==> run_1/congestion.png <==
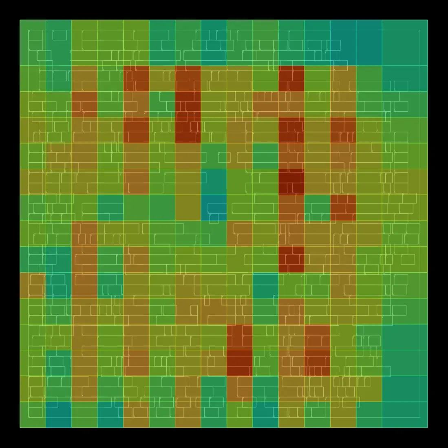
==> run_1/flops_by_reg.png <==
Scale: 4 px per um. Other sequential cells in the stronger gray, the rest of the logic in the fainter gray.
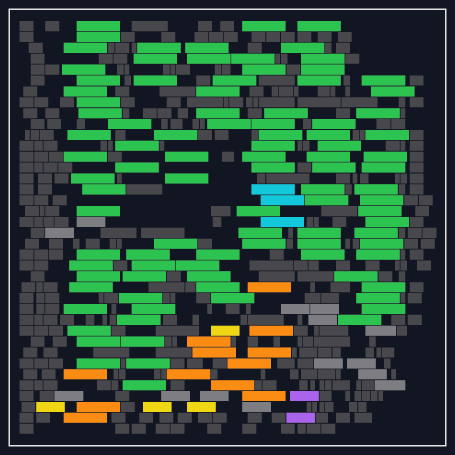
==> run_1/logic_types.png <==
Scale: 4 px per um.
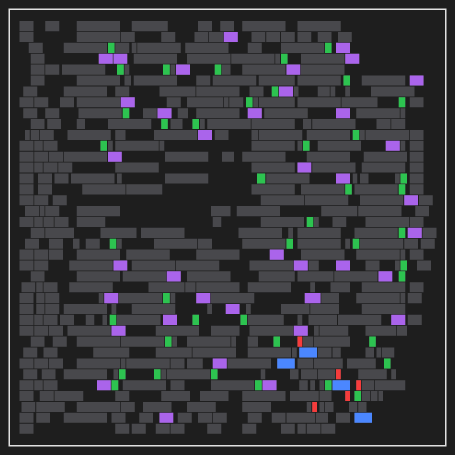
==> config.mk <==
export PLATFORM = sky130hd
export DESIGN_NAME = ieee_sqrt_stream
export DESIGN_NICKNAME = d
export VERILOG_FILES = /design/src/rtl/ieee_sqrt_stream.sv
export SDC_FILE = /design/constraint.sdc
export NUM_CORES = 1
export LEC_CHECK = 0
export ABC_CLOCK_PERIOD_IN_PS = 7400
export CAP_MARGIN = 20
export CORE_MARGIN = 2
export CORE_UTILIZATION = 47
export DETAILED_ROUTE_END_ITERATION = 16
export PLACE_DENSITY = 0.79
export SYNTH_ARGS = -nofsm -noshare
export SYNTH_HDL_FRONTEND = slang
export SYNTH_SLANG_ARGS = --single-unit
==> constraint.sdc <==
create_clock -name clk_i -period 7.4 [get_ports clk_i]
set_input_delay 1.48 -clock clk_i [delete_from_list [all_inputs] [get_ports clk_i]]
set_output_delay 1.48 -clock clk_i [all_outputs]
set_load 0.01 [all_outputs]
==> run notes <==
The layout was made with Yosys and OpenROAD.

The run finished with clean final reports. The initial antenna violation count is 0. Looking at the post-CTS report, the setup buffer insertion count equals 0. The initial standard-cell utilization of the core is 47.8%. According to the floorplan report, the total die area is approximately 12000 um2.

In this run the worst path has a maximum fanout of 41. The ratio of final minimum period to clock period is between 60% and 70%. The top-level I/O count is 144. In this run, the synthesized area fraction spent on and/or/nand/nor cells is recorded as approximately 7.7%. Setup repair after global routing left no endpoint under its margin. The count of buffers inserted at the top-level ports is 141. The worst path setup slack after routing is 2.72 ns.

In the finished design the tool counted flip-flops and latches totalling 131. The count of routing violations after the opening detailed-route iteration is 163. STA classifies the critical path startpoint as a register. In the final layout, the multi-input gates occupy between 1000 and 1500 um2.

The most used flip-flop cell is edfxtp_1. Post-synthesis, Yosys gives the total cell area as around 5200 um2. For the finished layout, the period the worst path requires is 4.68 ns.

The number of logic stages on the critical path including buffering is 4. For the pin with the worst max-slew slack, the measured transition is 0.918 ns. Between clock sinks in the finished design, the worst skew comes to 0.00650 ns. Per the summary, power density relative to cell area is 300 nW/um2. The synthesized netlist devotes less than 1% of its cell area to adder and majority cells. The global route stage reports its total congestion overflow as 0. For this run, the slowest stage of the critical path takes 0.91 ns. The layout filler cell count is 757. The worst reg-to-reg path cell count is 3. The worst hold path was traced through 0 stages. Per the finish-stage timing summary, setup violations number 0.

The TritonCTS clock tree is done. The cell type of the slowest stage on the worst timing path is dfxtp_2. The data arrival time at the worst-slack endpoint is ~3.2 ns. The via count of the routed design is 3210. Counting the clock-network buffers in the layout gives 18. 0 antenna diodes ended up in the layout. The clock network latency to the later pin of the worst-skew pair is 0.51 ns. The clock tree has to reach 131 sinks. The leakage component of the power was reported as approximately 2.4 nW. The fraction of synthesis flops using an asynchronous set or reset pin is 0%. The number of buffers added to fix hold violations after cts is 0. For this run, the post-layout net count is between 500 and 600. The area growth from synthesis to final layout is 38.3%.

Post-CTS repair ended up resizing 0 cells. The number of global-route vias before repair is 3369. In this run, the synthesized area fraction spent on xor and xnor cells is recorded as 0.509%.

VDD sags by at most 0.180 mV. After layout, the inverter instance count without clock inverters stands at 5. For this floorplan the total number of well-tap instances is between 100 and 150. The final design was reported to hold multi-input combinational gates totalling 170. The layout report lists the non-clock buffer share of cell area as 20.7%.

Sorting the synthesized cells by area gives the leading types as edfxtp_1 (65%), dfxtp_1 (7.8%), mux2i_1 (7.2%). The sort of element at the end of the critical path is a primary output. In this run the worst hold path is classified as register to register. The number of H-tree levels is 4. The tool warning count for the run is 26.

Measured on the final layout, the clock distribution area share stands at 8.81%. The length of the first detailed-routing pass in iterations is 4. Ranked by total area, the top cell class in this layout is registers.

RePlAce ended its routability-driven mode at a weighted congestion of roughly 0.8. The number of hold violations in the final report is 0. The number of buffers created by CTS is 17.

The yosys warning tally is 0. The sum of net half-perimeters after detailed placement is slightly above 7000 um. The routed design shows a via density per instance of 5.14. The flip-flop and latch count after synthesis is 131. Per the post-place timing report, worst setup slack is roughly 3.0 ns. The register share after synthesis is 72.4%. The global-route wire length before repair is 16800 um. Summed over all routing layers, the global router reports a total usage of between 10% and 20%. The routed wire length is 10800 um.
## Picture notes: congestion.png
met1 track demand over resource: 22.6%
drt wl/cell: 17.2 um
final cell utilization of the core: 66.1%

## Picture notes: flops_by_reg.png
[purple] credits_q | sequential cells: 2
[green] fifo_data_q | sequential cells: 96
[orange] fifo_tag_q | sequential cells: 12 | where: south
[yellow] g_pipe.tag_d | sequential cells: 4
[cyan] fifo_nv_q | sequential cells: 3
fraction of area in registers: 52.4%
sequential logic power: 0.848 mW
sequential cell area: 3740 um2

## Picture notes: logic_types.png
[green] inverting AOI/OAI gates | cells: 42 | most used: o21ai_1 | where: spread over the die
[purple] multiplexers | cells: 38 | most used: mux2i_1 | where: spread over the die
[blue] adder and majority cells | cells: 4 | most used: ha_1 | where: south-east
[red] inverters | cells: 5 | most used: inv_1 | where: south-east
multi-input gate share of the layout cell area: 15.4%
final non-filler cell total: 625
most frequently placed logic cell in the final layout: clkdlybuf4s50_1

run 1: cell usage in the layout, fill, tap and decap left out, types with 2 or more instances in the layout:
master and n:
clkinv_1 2, nor2b_1 2, mux2i_1 37, o21ai_1 38, nor2_1 6, nand4_1 4, or2_2 2, nor3b_2 2
dfxtp_1 18, ha_1 4, buf_6 2, clkinvlp_4 4, buf_4 3, xor2_1 2, a21oi_1 3, edfxtp_1 111
clkbuf_16 16, inv_1 5, and2_1 3, nor3_1 3, nand2_1 42, nor4_1 10, dfxtp_2 2, bufinv_16 5
clkdlybuf4s50_1 141
run 1: per-layer routing:
metal / track usage (%) / vias up / wire, um
met5: 0 / - / 0
met4: 7.60 / 0 / 100
met3: 6.87 / 6 / 744
met2: 34.1 / 138 / 5590
met1: 22.6 / 1552 / 4340
li1: - / 1514 / -
run 1: Yosys cell counts, types with 4 or more instances:
cell      instances
edfxtp_1        111
o21ai_1          38
clkbuf_1          4
ha_1              4
buf_2             4
inv_1             5
dfxtp_1          20
nand4_1           4
nor2_1            7
mux2i_1          37
buf_4            35
nor4_1           10
nand2_1          42
run 1: per-stage QoR:
stage	instance area (um2)	std cells	power, mW	hold WS [ns]	utilization (%)
finish	7130	625	2.14	0.327	66.1
global route	7130	625	2.23	0.333	66.1
CTS	7120	624	2.17	0.329	66.0
detailed placement	6490	592	1.29	0.316	60.2
global placement	6460	590	1.28	0.312	59.9
floorplan	5160	352	1.08	0.310	-
run 1: report_power, final:
part / switching [mW] / internal (mW) / total, mW / leakage, nW
clock network: 0.292 / 0.579 / 0.871 / 0.292
logic: 0.189 / 0.233 / 0.423 / 0.912
registers: 0.0189 / 0.829 / 0.848 / 1.17
total: 0.501 / 1.64 / 2.14 / 2.38
Power and IR drop assume default switching activity.
